Figure 1. Wiring by layer (run 1).
Two of the layers only.
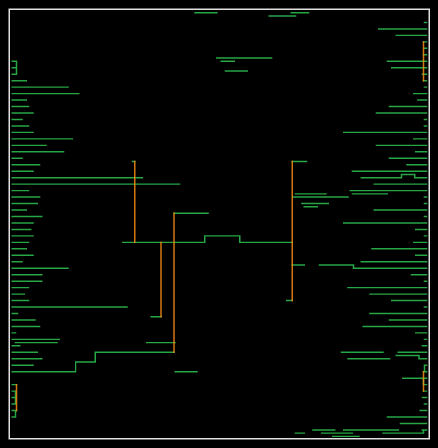
Figure 2. Placement by cell class (run 1).
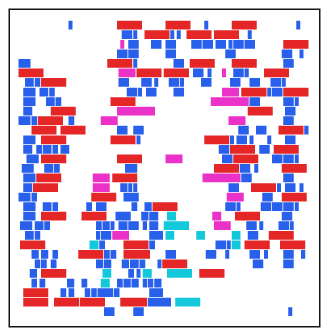
Figure 3. Track usage over the die (run 1).
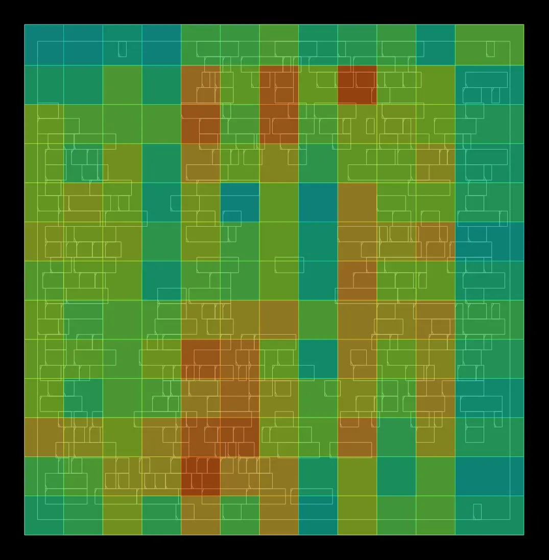
$ cat src/rtl/mem_pkg.sv
// -----------------------------------------------------------------------------
// mem_pkg
// Shared definitions for the SRAM arbiter: FSM state encoding, requester port
// IDs and the default SRAM latency / watchdog timeout values.
// -----------------------------------------------------------------------------
package mem_pkg;

  typedef enum logic [1:0] {
    ST_IDLE = 2'd0,
    ST_BUSY = 2'd1,
    ST_RESP = 2'd2
  } state_t;

  // Port IDs double as bit positions in the two-bit request/grant vectors.
  typedef enum logic {
    PORT_I = 1'b0,
    PORT_D = 1'b1
  } port_t;

  localparam int DEF_AWIDTH      = 12;
  localparam int DEF_MEM_LATENCY = 2;
  localparam int DEF_TIMEOUT     = 15;
  localparam int BUSY_CNT_W      = 5;

endpackage

$ cat src/rtl/sram_arbiter_if.sv
// -----------------------------------------------------------------------------
// Bus interfaces around sram_arbiter.
//
// core_bus_if : core-side fetch and load/store request ports.
//   master = core (drives I_REQ/I_ADDR, D_REQ/D_WE/D_BE/D_ADDR/D_WDATA)
//   slave  = arbiter (drives I_ACK/I_RDATA, D_ACK/D_RDATA, ERR)
//
// sram_bus_if : single-port latency SRAM.
//   master = arbiter (drives M_CSN/M_WEN/M_BE/M_ADDR/M_DI/M_LATENCY)
//   slave  = SRAM (drives M_DOUT/M_READY)
// -----------------------------------------------------------------------------
interface core_bus_if #(
  parameter int AWIDTH = 12
);
  logic              I_REQ;
  logic [AWIDTH-1:0] I_ADDR;
  logic              I_ACK;
  logic [31:0]       I_RDATA;

  logic              D_REQ;
  logic              D_WE;
  logic [3:0]        D_BE;
  logic [AWIDTH-1:0] D_ADDR;
  logic [31:0]       D_WDATA;
  logic              D_ACK;
  logic [31:0]       D_RDATA;

  logic              ERR;

  modport master (
    output I_REQ, I_ADDR, D_REQ, D_WE, D_BE, D_ADDR, D_WDATA,
    input  I_ACK, I_RDATA, D_ACK, D_RDATA, ERR
  );

  modport slave (
    input  I_REQ, I_ADDR, D_REQ, D_WE, D_BE, D_ADDR, D_WDATA,
    output I_ACK, I_RDATA, D_ACK, D_RDATA, ERR
  );
endinterface

interface sram_bus_if #(
  parameter int AWIDTH = 12
);
  logic              M_CSN;
  logic              M_WEN;
  logic [3:0]        M_BE;
  logic [AWIDTH-1:0] M_ADDR;
  logic [31:0]       M_DI;
  logic [2:0]        M_LATENCY;
  logic [31:0]       M_DOUT;
  logic              M_READY;

  modport master (
    output M_CSN, M_WEN, M_BE, M_ADDR, M_DI, M_LATENCY,
    input  M_DOUT, M_READY
  );

  modport slave (
    input  M_CSN, M_WEN, M_BE, M_ADDR, M_DI, M_LATENCY,
    output M_DOUT, M_READY
  );
endinterface

$ cat src/rtl/sram_arbiter_rr_arb2.sv
// -----------------------------------------------------------------------------
// rr_arb2
// Two-requester round-robin picker, purely combinational.
//   req[1:0]   in  : request vector, indexed by port ID (bit0 = I, bit1 = D)
//   last       in  : port granted most recently (held by the parent)
//   grant[1:0] out : one-hot grant, or zero when nothing is requested
// On a tie the port that was not granted last wins.
// -----------------------------------------------------------------------------
module rr_arb2
  import mem_pkg::*;
(
  input  logic [1:0] req,
  input  logic       last,
  output logic [1:0] grant
);

  always_comb begin
    // NOTE: assign a default before any branch so no path leaves grant
    // unassigned; otherwise synthesis infers a latch.
    grant = 2'b00;
    case (req)
      2'b01:   grant = 2'b01;
      2'b10:   grant = 2'b10;
      2'b11:   grant = (last == PORT_D) ? 2'b01 : 2'b10;
      default: grant = 2'b00;
    endcase
  end

endmodule

$ cat src/rtl/sram_arbiter.sv
// -----------------------------------------------------------------------------
// sram_arbiter
// Arbitrates the core's instruction-fetch and load/store ports onto a single
// latency SRAM. One access at a time: the winner's request is captured in
// IDLE, held on the SRAM during BUSY until M_READY (or the watchdog expires),
// and completed in RESP with a one-cycle ACK carrying M_DOUT.
//
// Ports:
//   CLK  in : clock, rising edge
//   RST  in : synchronous, active-high reset
//   core    : core_bus_if.slave  - I_REQ/I_ADDR/I_ACK/I_RDATA,
//             D_REQ/D_WE/D_BE/D_ADDR/D_WDATA/D_ACK/D_RDATA, ERR
//   mem     : sram_bus_if.master - M_CSN/M_WEN/M_BE/M_ADDR/M_DI/M_LATENCY,
//             M_DOUT/M_READY
// -----------------------------------------------------------------------------
module sram_arbiter
  import mem_pkg::*;
#(
  parameter int AWIDTH      = DEF_AWIDTH,
  parameter int MEM_LATENCY = DEF_MEM_LATENCY,  // 1..7
  parameter int TIMEOUT     = DEF_TIMEOUT
) (
  input logic        CLK,
  input logic        RST,
  core_bus_if.slave  core,
  sram_bus_if.master mem
);

  // The counter reads 0 in the first BUSY cycle, so TIMEOUT-1 marks the last
  // BUSY cycle that may still wait for M_READY.
  localparam logic [BUSY_CNT_W-1:0] BUSY_LAST = BUSY_CNT_W'(TIMEOUT - 1);

  state_t                state_q, state_d;
  port_t                 last_q, owner_q, winner;
  logic                  err_q;
  logic [BUSY_CNT_W-1:0] busy_cnt_q;
  logic                  timeout_hit;
  logic [1:0]            req, grant;

  logic                  m_csn;
  logic                  m_wen_q;
  logic [3:0]            m_be_q;
  logic [AWIDTH-1:0]     m_addr_q;
  logic [31:0]           m_di_q;
  logic                  i_ack, d_ack, err;

  assign req = {core.D_REQ, core.I_REQ};

  rr_arb2 u_rr_arb2 (
    .req   (req),
    .last  (last_q),
    .grant (grant)
  );

  assign winner      = grant[PORT_D] ? PORT_D : PORT_I;
  assign timeout_hit = (busy_cnt_q == BUSY_LAST);

  // State register.
  // NOTE: clocked state uses non-blocking assignments so every register
  // samples the pre-edge values; reset is synchronous, checked inside the edge.
  always_ff @(posedge CLK) begin
    if (RST) state_q <= ST_IDLE;
    else     state_q <= state_d;
  end

  // Next-state logic. M_READY wins over a simultaneous timeout.
  always_comb begin
    state_d = state_q;
    case (state_q)
      ST_IDLE: if (|req)                         state_d = ST_BUSY;
      ST_BUSY: if (mem.M_READY || timeout_hit)   state_d = ST_RESP;
      ST_RESP:                                   state_d = ST_IDLE;
      default:                                   state_d = ST_IDLE;
    endcase
  end

  // Outputs decoded from state. Chip select is released in RESP so the SRAM
  // output register holds M_DOUT through the ACK cycle.
  always_comb begin
    m_csn = 1'b1;
    i_ack = 1'b0;
    d_ack = 1'b0;
    err   = 1'b0;
    case (state_q)
      ST_BUSY: m_csn = 1'b0;
      ST_RESP: begin
        i_ack = (owner_q == PORT_I);
        d_ack = (owner_q == PORT_D);
        err   = err_q;
      end
      default: ;
    endcase
  end

  // Grant capture, round-robin history and watchdog. Requests are only looked
  // at in IDLE; later changes on the core ports do not reach the SRAM.
  always_ff @(posedge CLK) begin
    if (RST) begin
      last_q     <= PORT_D;
      owner_q    <= PORT_I;
      err_q      <= 1'b0;
      busy_cnt_q <= '0;
      m_wen_q    <= 1'b1;
      m_be_q     <= '0;
      m_addr_q   <= '0;
      m_di_q     <= '0;
    end else begin
      case (state_q)
        ST_IDLE: begin
          if (|req) begin
            last_q     <= winner;
            owner_q    <= winner;
            err_q      <= 1'b0;
            busy_cnt_q <= '0;
            if (winner == PORT_I) begin
              m_wen_q  <= 1'b1;
              m_be_q   <= '0;
              m_addr_q <= core.I_ADDR;
            end else begin
              m_wen_q  <= ~core.D_WE;
              m_be_q   <= core.D_BE;
              m_addr_q <= core.D_ADDR;
              m_di_q   <= core.D_WDATA;
            end
          end
        end
        ST_BUSY: begin
          busy_cnt_q <= busy_cnt_q + BUSY_CNT_W'(1);
          if (timeout_hit && !mem.M_READY) err_q <= 1'b1;
        end
        default: ;
      endcase
    end
  end

  assign mem.M_CSN     = m_csn;
  assign mem.M_WEN     = m_wen_q;
  assign mem.M_BE      = m_be_q;
  assign mem.M_ADDR    = m_addr_q;
  assign mem.M_DI      = m_di_q;
  assign mem.M_LATENCY = 3'(MEM_LATENCY);

  assign core.I_ACK    = i_ack;
  assign core.D_ACK    = d_ack;
  assign core.ERR      = err;
  assign core.I_RDATA  = mem.M_DOUT;
  assign core.D_RDATA  = mem.M_DOUT;

endmodule

$ cat src/flat_wrapper.sv
// flat-port wrapper written by rule: the top's interface ports become plain ports
module sram_arbiter_flat import mem_pkg::*;
#(
  parameter int AWIDTH      = DEF_AWIDTH,
  parameter int MEM_LATENCY = DEF_MEM_LATENCY,         
  parameter int TIMEOUT     = DEF_TIMEOUT
)
  (CLK, RST, core_I_REQ, core_I_ADDR, core_D_REQ, core_D_WE, core_D_BE, core_D_ADDR, core_D_WDATA, core_I_ACK, core_I_RDATA, core_D_ACK, core_D_RDATA, core_ERR, mem_M_CSN, mem_M_WEN, mem_M_BE, mem_M_ADDR, mem_M_DI, mem_M_LATENCY, mem_M_DOUT, mem_M_READY);
  core_bus_if #(.AWIDTH(AWIDTH)) core_i ();
  sram_bus_if #(.AWIDTH(AWIDTH)) mem_i ();
  input logic CLK;
  input logic RST;
  input wire logic [$bits(core_i.I_REQ)-1:0] core_I_REQ;
  input wire logic [$bits(core_i.I_ADDR)-1:0] core_I_ADDR;
  input wire logic [$bits(core_i.D_REQ)-1:0] core_D_REQ;
  input wire logic [$bits(core_i.D_WE)-1:0] core_D_WE;
  input wire logic [$bits(core_i.D_BE)-1:0] core_D_BE;
  input wire logic [$bits(core_i.D_ADDR)-1:0] core_D_ADDR;
  input wire logic [$bits(core_i.D_WDATA)-1:0] core_D_WDATA;
  output wire logic [$bits(core_i.I_ACK)-1:0] core_I_ACK;
  output wire logic [$bits(core_i.I_RDATA)-1:0] core_I_RDATA;
  output wire logic [$bits(core_i.D_ACK)-1:0] core_D_ACK;
  output wire logic [$bits(core_i.D_RDATA)-1:0] core_D_RDATA;
  output wire logic [$bits(core_i.ERR)-1:0] core_ERR;
  output wire logic [$bits(mem_i.M_CSN)-1:0] mem_M_CSN;
  output wire logic [$bits(mem_i.M_WEN)-1:0] mem_M_WEN;
  output wire logic [$bits(mem_i.M_BE)-1:0] mem_M_BE;
  output wire logic [$bits(mem_i.M_ADDR)-1:0] mem_M_ADDR;
  output wire logic [$bits(mem_i.M_DI)-1:0] mem_M_DI;
  output wire logic [$bits(mem_i.M_LATENCY)-1:0] mem_M_LATENCY;
  input wire logic [$bits(mem_i.M_DOUT)-1:0] mem_M_DOUT;
  input wire logic [$bits(mem_i.M_READY)-1:0] mem_M_READY;
  assign core_i.I_REQ = core_I_REQ;
  assign core_i.I_ADDR = core_I_ADDR;
  assign core_i.D_REQ = core_D_REQ;
  assign core_i.D_WE = core_D_WE;
  assign core_i.D_BE = core_D_BE;
  assign core_i.D_ADDR = core_D_ADDR;
  assign core_i.D_WDATA = core_D_WDATA;
  assign core_I_ACK = core_i.I_ACK;
  assign core_I_RDATA = core_i.I_RDATA;
  assign core_D_ACK = core_i.D_ACK;
  assign core_D_RDATA = core_i.D_RDATA;
  assign core_ERR = core_i.ERR;
  assign mem_M_CSN = mem_i.M_CSN;
  assign mem_M_WEN = mem_i.M_WEN;
  assign mem_M_BE = mem_i.M_BE;
  assign mem_M_ADDR = mem_i.M_ADDR;
  assign mem_M_DI = mem_i.M_DI;
  assign mem_M_LATENCY = mem_i.M_LATENCY;
  assign mem_i.M_DOUT = mem_M_DOUT;
  assign mem_i.M_READY = mem_M_READY;
  sram_arbiter #(.AWIDTH(AWIDTH), .MEM_LATENCY(MEM_LATENCY), .TIMEOUT(TIMEOUT)) u_core (.CLK(CLK), .RST(RST), .core(core_i), .mem(mem_i));
endmodule
$ cat config.mk
export PLATFORM = sky130hd
export DESIGN_NAME = sram_arbiter_flat
export DESIGN_NICKNAME = d
export VERILOG_FILES = /design/src/rtl/mem_pkg.sv /design/src/rtl/sram_arbiter_if.sv /design/src/rtl/sram_arbiter_rr_arb2.sv /design/src/rtl/sram_arbiter.sv /design/src/flat_wrapper.sv
export SDC_FILE = /design/constraint.sdc
export NUM_CORES = 1
export LEC_CHECK = 0
export CORE_AREA = 2 2 86 88
export DETAILED_ROUTE_END_ITERATION = 10
export DIE_AREA = 0 0 88 90
export DONT_BUFFER_PORTS = 1
export PLACE_DENSITY_LB_ADDON = 0.3
export SKIP_LAST_GASP = 1
export SLEW_MARGIN = 30
export SYNTH_ARGS = -nofsm -noshare
export SYNTH_HDL_FRONTEND = slang
export SYNTH_HIERARCHICAL = 1
export SYNTH_SLANG_ARGS = --single-unit
$ cat constraint.sdc
create_clock -name CLK -period 1.6 [get_ports CLK]
set_input_delay 0.48 -clock CLK [delete_from_list [all_inputs] [get_ports CLK]]
set_output_delay 0.48 -clock CLK [all_outputs]
set_load 0.01 [all_outputs]
==> job_summary.md, run 1 <==
### Flow metrics

| Metric | Value |
|---|---|
| Status | complete, no violations |
| Synth Cell Area | 3200 um2 |
| Layout cells sized above 1 | a little under an eighth |
| DRT iter0 DRCs | 72 |
| Yosys warning tally | 6 |
| # fillers | 694 |
| Initial antenna violation count | 0 |
| Critical-path cell list | and3b_1 |
| CTS tree | built |
| Most frequent logic cell in the layout | dfxtp_1 |
| Vias in the first global route | 2182 |
| Die Size | 7920 um2 |
| Post-route total power | ~3800 uW |
| Core Util, Final | 43.4% |
| Buf/Inv on CP | 0 |
| Cell area power density | 1240 nW/um2 |
| Top cells excl fill/tap | dfxtp_1 (57), inv_1 (36), a311oi_1 (32), a31o_1 (32), a21oi_1 (22) |
| Cell Area, Placed | 2800 um2 |
| Final-report hold violation count | 0 |
| Critical path class | reg -> out |
| DRT Pass-1 Iters | 4 |
| CP arrival | between 1000 and 1500 ps |
| Core ar. | around 7000 um2 |
| Setup Buffers After CTS | 0 |
| CP required | 1120 ps |
| Clock transition at path regs | roughly 70 ps |
| VDD IR-drop max | 465 uV |
| Die width | 88 um |
| GRT Total Usage | between 10% and 20% |
| DR vias/cell | about 6.1 |
| Avg WL per Cell | 18.5 um |
| Syn Inst Count | 356 |
| First-pass GRT wire length | 11.0 mm |
| Grt ovf | 0 |
| H-Tree Depth | 3 |
| Syn-to-layout area delta | -4.77% |
| Worst skew pair latency | 330 ps |
| DP Worst Slack | 48.8 ps |
| Post-DRT Antenna Nets | 0 |
| Vias post-DR | 2326 |
| Finished Cell Area | 3050 um2 |
| CP delay by family, top | flip-flops |
| Startpoint types | register |
| Worst path max stage delay | 460 ps |
| Num Clock Sinks | 59 |
| Root buf cell | clkbuf_8 |
| Pre-Place Util | between 40% and 50% |
| Number of buffers created by CTS | 9 |
| Final wirelength | 7.12 mm |
| Layout net count | between 300 and 400 |
| Largest net degree at the start of global routing | around 57 |
| # hold bufs at CTS | 0 |
| Max Cap Viol | 0 |
| Stage-log warning count | 28 |
Notes on Figure 1 above:
orange -> metal 4  # wire length 109 um
green -> metal 3  # wire length 916 um

Notes on Figure 2 above:
cyan -> other buffers and delay cells  # cells 12, share of their area 4.4%
magenta -> clock drivers and dummy loads  # cells 16, share of their area 8.3%
blue -> combinational and other logic  # cells 198, share of their area 47%
red -> flops  # cells 59, share of their area 40%

Notes on Figure 3 above:
met1 Track Usage GR: 20.3%
routing usage on met2: 27.5%
GRT Max-Usage Layer: met2

==> run 1: per-stage QoR <==
step / cells / hold WS, ps
after floorplan: 357 / 430
after global placement: 368 / 458
after detailed placement: 368 / 474
after CTS: 384 / 196
after global routing: 384 / 195
final: 384 / 216
==> run 1: final timing paths <==
| path | slack, ps | end | start | cells past startpoint |
|---|---|---|---|---|
| max | 90 | core_D_ACK | u_core/state_q[0]$_SDFFE_PP0P_ | 1 |
| min | 220 | u_core/state_q[0]$_SDFFE_PP0P_ | RST | 1 |
| max reg2reg | 280 | u_core/mem.M_DI[13]$_SDFFE_PP0P_ | u_core/last_q$_SDFFE_PP1P_ | 3 |
| min reg2reg | 490 | u_core/busy_cnt_q[4]$_SDFFE_PP0P_ | u_core/busy_cnt_q[4]$_SDFFE_PP0P_ | 2 |
==> run 1: layer usage <==
layer	global-route usage [%]	vias to the layer above	routed length (um)
met4	7.18	0	108
met2	27.5	167	3240
met5	0	-	0
met3	7.90	17	915
met1	20.3	1090	2850
li1	-	1052	-
==> run 1: final cells by class <==
cell class / instances / area, um2 / area share [%]
clock buffer: 12 / 145 / 4.76
clock inverter: 4 / 97.6 / 3.20
tap: 99 / 124 / 4.06
multi-input combinational: 161 / 1230 / 40.4
sequential: 59 / 1180 / 38.8
inverter: 37 / 139 / 4.56
timing repair buffer: 12 / 128 / 4.19
==> run 1: state kept, by name, indices dropped and copies added (netlist names) <==
name               flops
u_core/owner_q         1
u_core/busy_cnt_q      5
u_core/mem.M_BE        4
u_core/last_q          1
u_core/err_q           1
u_core/mem.M_DI       32
u_core/mem.M_ADDR     12
u_core/state_q         2
u_core/mem.M_WEN       1
==> run 1: report_power, final <==
part / internal (uW) / switching [uW] / leakage, uW
logic: 173 / 248 / 0.000440
clock network: 1080 / 581 / 0.000117
registers: 1570 / 119 / 0.000483
==> run 1: repair_timing <==
action / in CTS / in global routing
cloned: 0 / 0
resized: 2 / 1
setup endpoints to repair: 4 / 4
==> run 2, diff against run 1 <==
ABC_AREA = 1   (was default)
PLACE_DENSITY = 0.65   (was default)
PLACE_DENSITY_LB_ADDON = default   (was 0.3)
Figure 4. Pin placement (run 2).
Pins as bars across the die edge, other pins in grey.
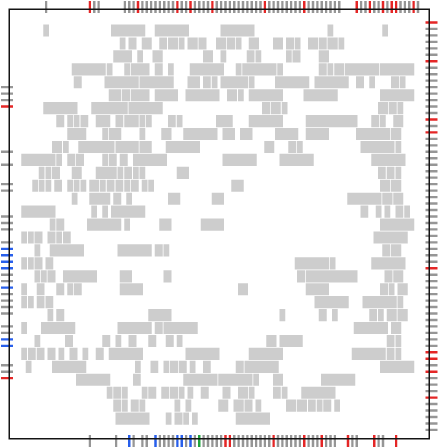
blue -> core_I_ADDR  # pins 12, direction input, edge 7 west, 5 south
red -> mem_M_DOUT  # pins 32, direction input, edge 13 north, 9 east, 8 south, 2 west
green -> mem_M_WEN  # pins 1, direction output, edge south
all pins by edge = 69 north, 64 east, 55 south, 30 west

==> run 2 against run 1 <==
Effect of this change: clock power fell by 13%; global-route usage fell by 0.30 points; die size did not move; clock skew fell by 1.2 ps; critical path depth rose by 1; total power fell by 6.3%.
==> job_summary.md, run 2 <==
### Flow metrics

| Metric | Value |
|---|---|
| Status | complete, no violations |
| Buf/Inv on CP | 0 |
| CTS tree | built |
| Vias in the first global route | about 2200 |
| Post-DRT Antenna Nets | 0 |
| Top cells excl fill/tap | nand2_1 (66), dfxtp_1 (57), a21oi_1 (54) |
| WL met2 | 3.25 mm |
| Most frequent logic cell in the layout | nand2_1 |
| Max Cap Viol | 0 |
| Syn-to-layout area delta | -4.82% |
| Clk pwr share | just over 40% |
| Number of buffers created by CTS | 9 |
| Final-report hold violation count | 0 |
| Uppermost layer routed | met4 |
| Layout cells sized above 1 | 11.5% |
| Layout net count | 434 |
| DP Worst Slack | 154 ps |
| CP delay by family, top | simple AND/OR/NAND/NOR gates |
| Final wirelength | 6.66 mm |
| Grt ovf | 0 |
| # fillers | between 700 and 800 |
| Cell area power density | 1230 nW/um2 |
| Stage-log warning count | 29 |
| Yosys warning tally | 6 |
| Die width | 88 um |
| Net Sw Frac | 26.7% |
| # hold bufs at CTS | 0 |
| Clock transition at path regs | 70 ps |
| Vias post-DR | approximately 2300 |
| Num Clock Sinks | roughly 60 |
| VDD IR-drop max | 551 uV |
| CP arrival | 1090 ps |
| Core Util, Final | 40.9% |
| Critical path class | reg -> out |
| Met3 wire len | about 590 um |
| Flop pwr share | 47.6% |
| First-pass GRT wire length | about 11 mm |
| Critical-path cell list | or2_4 > nor2_4 |
| Largest net degree at the start of global routing | 42 |
| Cell Area, Placed | 2620 um2 |
| Initial antenna violation count | 0 |
| Combinational power share | 11.5% |
| Syn Inst Count | 404 |
| Inst Count DP | 420 |
| CP required | 1120 ps |
| Max reg flops | 32 |
| Int Power | 2590 uW |
| DRT iter0 DRCs | 79 |
==> run 2: netlist changes by cell type in the layout (fill, tap and decap cells not counted), moves of 12 or more <==
cell	change
nand2_1	+63
a21oi_1	+32
a311oi_1	-32
a31o_1	-32
nand4_1	+32
o21ai_0	+16
nor2_1	+15
mux2i_1	-13
a211oi_1	-12
==> run 2: area by class of cell <==
type | count | area (um2) | share of cell area [%]
Tap cell | 99 | 124 | 4.32
Multi-Input combinational cell | 224 | 1130 | 39.3
Sequential cell | 59 | 1180 | 41.3
Inverter | 27 | 101 | 3.53
Clock inverter | 5 | 77.6 | 2.70
Clock buffer | 11 | 131 | 4.58
Timing Repair Buffer | 13 | 123 | 4.27
==> run 2: metal layers <==
metal | up-vias | track usage, %
li1 | 1126 | -
met1 | 1021 | 18.8
met2 | 90 | 28.3
met3 | 30 | 5.79
met4 | 0 | 9.62
met5 | - | 0
==> run 2: power by group through the flow <==
stage                     Combinational, uW  Sequential, uW  Clock (uW)
final                                   406            1680        1440
after global routing                    465            1690        1560
after CTS                               408            1680        1480
after detailed placement                401            1710           0
after global placement                  397            1710           0
after floorplan                         501            1690           0
==> run 2: timing repair <==
action	CTS	global route
hold endpoints to repair	0	0
endpoints found under the setup margin	3	3
setup buffers	2	0
resized	9	1
pin swaps	2	2
==> run 2: worst paths after layout <==
path,startpoint,slack [ps],to,cells after the start
worst max-delay path,u_core/state_q[0]$_SDFFE_PP0P_,30,core_ERR,2
worst min-delay path,RST,210,u_core/mem.M_DI[31]$_SDFFE_PP0P_,1
worst max register to register,u_core/state_q[1]$_SDFFE_PP0P_,220,u_core/mem.M_ADDR[2]$_SDFFE_PP0P_,5
worst min register to register,u_core/err_q$_SDFFE_PP0P_,460,u_core/err_q$_SDFFE_PP0P_,2
==> run 2: stage by stage <==
step / total power (uW) / hold WS, ps
floorplan: 2190 / 429
global placement: 2110 / 451
detailed placement: 2120 / 452
CTS: 3570 / 195
global route: 3720 / 181
finish: 3530 / 206
==> run 3, diff against run 2 <==
MAX_ROUTING_LAYER = met4   (was default)
Figure 5. Placement by cell class (run 3).
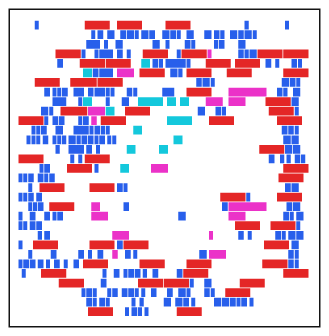
magenta -> clock drivers and dummy loads  # cells 16, share of their area 7.6%
cyan -> other buffers and delay cells  # cells 13, share of their area 4.5%
blue -> combinational and other logic  # cells 251, share of their area 45%
red -> flops  # cells 59, share of their area 43%

==> run 3 against run 2 <==
Effect of this change: wire length rose by 0.21%; utilization did not move; worst setup slack better by 0.89 ps; critical path depth unchanged; flip-flop count is the same; cell count stayed put; worst hold slack better by 0.75 ps; via count increased by 0.71%; total power barely moved; synthesized cell count did not move; combinational power hardly changed; critical path type unchanged; largest cell class unchanged; highest routed layer unchanged.
==> job_summary.md, run 3 <==
### Flow metrics

| Metric | Value |
|---|---|
| Worst skew pair latency | 330 ps |
| Layout cells sized above 1 | 11.5% |
| Startpoint types | register |
| R2r endpoint | u_core/mem.M_ADDR[2]$_SDFFE_PP0P_ |
| DRT iter0 DRCs | between 90 and 100 |
| Die Size | 7920 um2 |
| Max Cap Viol | 0 |
| Die width | between 80 and 90 um |
| GRT Total Usage | between 10% and 20% |
| Pre-Place Util | a little over two fifths |
| Critical path class | reg -> out |
| Register area | roughly 1200 um2 |
| First-pass GRT wire length | roughly 11 mm |
| CP required | 1120 ps |
| MI comb area | ~1100 um2 |
| Final-report hold violation count | 0 |
| Cell area power density | 1230 nW/um2 |
| Final Max Slew Viols | 0 |
| WHS | about 210 ps |
| Final setup viols | 0 |
| Initial antenna violation count | 0 |
| Vias in the first global route | roughly 2200 |
| Status | complete, no violations |
| Layout net count | around 430 |
| Largest net degree at the start of global routing | 42 |
| Top cells excl fill/tap | nand2_1 (66), dfxtp_1 (57), a21oi_1 (54) |
| Vias post-DR | between 2000 and 2500 |
| CTS tree | built |
| RSZ-0062 raised after global routing | yes |
| Core ar. | 7020 um2 |
| Grt ovf | 0 |
| Final Skew | 7.66 ps |
| Num Clock Sinks | 59 |
| Syn_area_per_cell | 7.46 um2 |
| DRT Pass-1 Iters | 4 |
| Post-DRT Antenna Nets | 0 |
| Syn Inst Count | roughly 400 |
| Non-Filler Instances | ~440 |
| Synth Cell Area | 3010 um2 |
| Max reg flops | 32 |
| Avg WL per Cell | 15.2 um |
| # fillers | 734 |
| Flop2flop setup slack | between 200 and 250 ps |
| Tcrit/Tclk final | 97.9% |
| Hold Path Cell Cnt | 1 |
| Final wirelength | 6.67 mm |
| VDD IR-drop max | 551 uV |
| H-Tree Depth | 3 |
| Hold path start | RST |
| CP arrival | between 1000 and 1500 ps |
| Yosys warning tally | 6 |
| Inst Count DP | 420 |
| DR vias/cell | 5.21 |
| Clock transition at path regs | 70 ps |
| Most frequent logic cell in the layout | nand2_1 |
| R2R cell count | 5 |
| Final setup TNS | 0 ps |
| Root buf cell | clkbuf_8 |
| Reg2reg start | u_core/state_q[1]$_SDFFE_PP0P_ |
| Min-Delay Endpoint | u_core/mem.M_DI[31]$_SDFFE_PP0P_ |
| Stage-log warning count | 29 |
| Number of buffers created by CTS | 9 |
| Syn-to-layout area delta | -4.82% |
[run 3: repair_timing]
action,4_1_cts,5_1_grt
resized,9,1
endpoints found under the setup margin,3,3
hold endpoints to repair,0,0
setup buffers,2,0
pin swaps,2,2
hold buffers,0,0
[run 3: worst max path at each step]
stage	startpoint	to	slack, ps
6_report	u_core/state_q[0]$_SDFFE_PP0P_	core_ERR	30
2_1_floorplan	u_core/state_q[1]$_SDFFE_PP0P_	core_D_ACK	250
3_5_place_dp	core_D_REQ	u_core/mem.M_ADDR[0]$_SDFFE_PP0P_	150
3_3_place_gp	core_D_REQ	u_core/mem.M_ADDR[0]$_SDFFE_PP0P_	140
5_1_grt	u_core/state_q[1]$_SDFFE_PP0P_	core_ERR	-20
4_1_cts	u_core/state_q[1]$_SDFFE_PP0P_	core_ERR	-20
[run 3: layer usage]
layer / part of all wire (%) / up-vias / track usage (%)
met5: 0 / - / -
met3: 8.8 / 28 / 5.42
met4: 3.1 / 0 / 9.36
met1: 39 / 1025 / 19.0
li1: - / 1127 / -
met2: 49 / 103 / 28.5
[run 3: metrics by stage]
stage	cell area [um2]	total power [uW]	util, %	setup slack (ps)
5_1_grt	2870	3720	40.9	-21.9
3_3_place_gp	2620	2110	37.3	145
6_report	2870	3530	40.9	32.9
4_1_cts	2870	3570	40.8	-16.2
2_1_floorplan	3020	2190	-	246
3_5_place_dp	2620	2120	37.3	154
[run 3: worst max-delay path, cell delays in order, from the launching register on]
cell and delay, ps:
dfxtp_2 350, or2_4 290, nor2_4 120
[run 3: area by class of cell]
| class | count | area share, % |
|---|---|---|
| clock inverter | 5 | 2.70 |
| sequential | 59 | 41.3 |
| timing repair buffer | 13 | 4.27 |
| tap | 99 | 4.32 |
| inverter | 27 | 3.53 |
| clock buffer | 11 | 4.58 |
| multi-input combinational | 224 | 39.3 |
[run 3: power by group]
group	switching, uW	leakage (uW)	internal, uW
Sequential	113	0.000483	1570
Combinational	260	0.000510	146
Clock	572	0.000103	872

==> layout pictures side by side <==
Clock network drawn from the DEF.
(a)
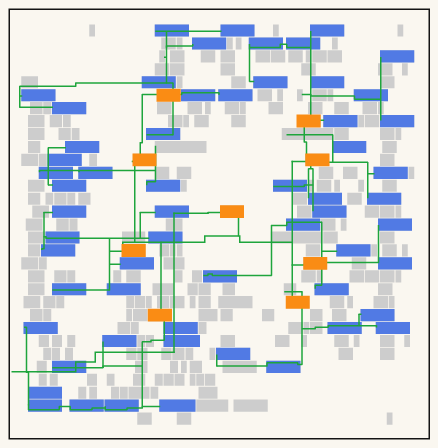
(b)
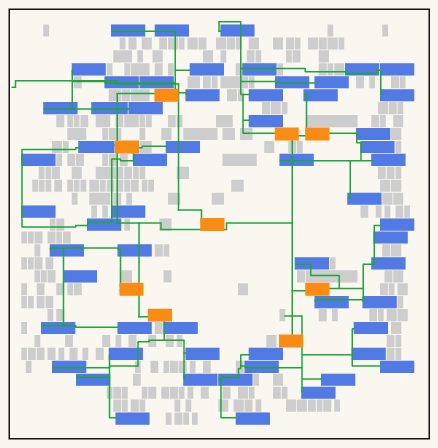
run 3 -> (b)
run 1 -> (a)

Key to (b):
orange -> clock drivers  # count 9
green -> clock wires  # length 804 um
blue -> flip-flops  # count 59
flops lie = spread over the die
routed clock nets = 10

No activity file was given, so power comes from the tool's default toggle rates.
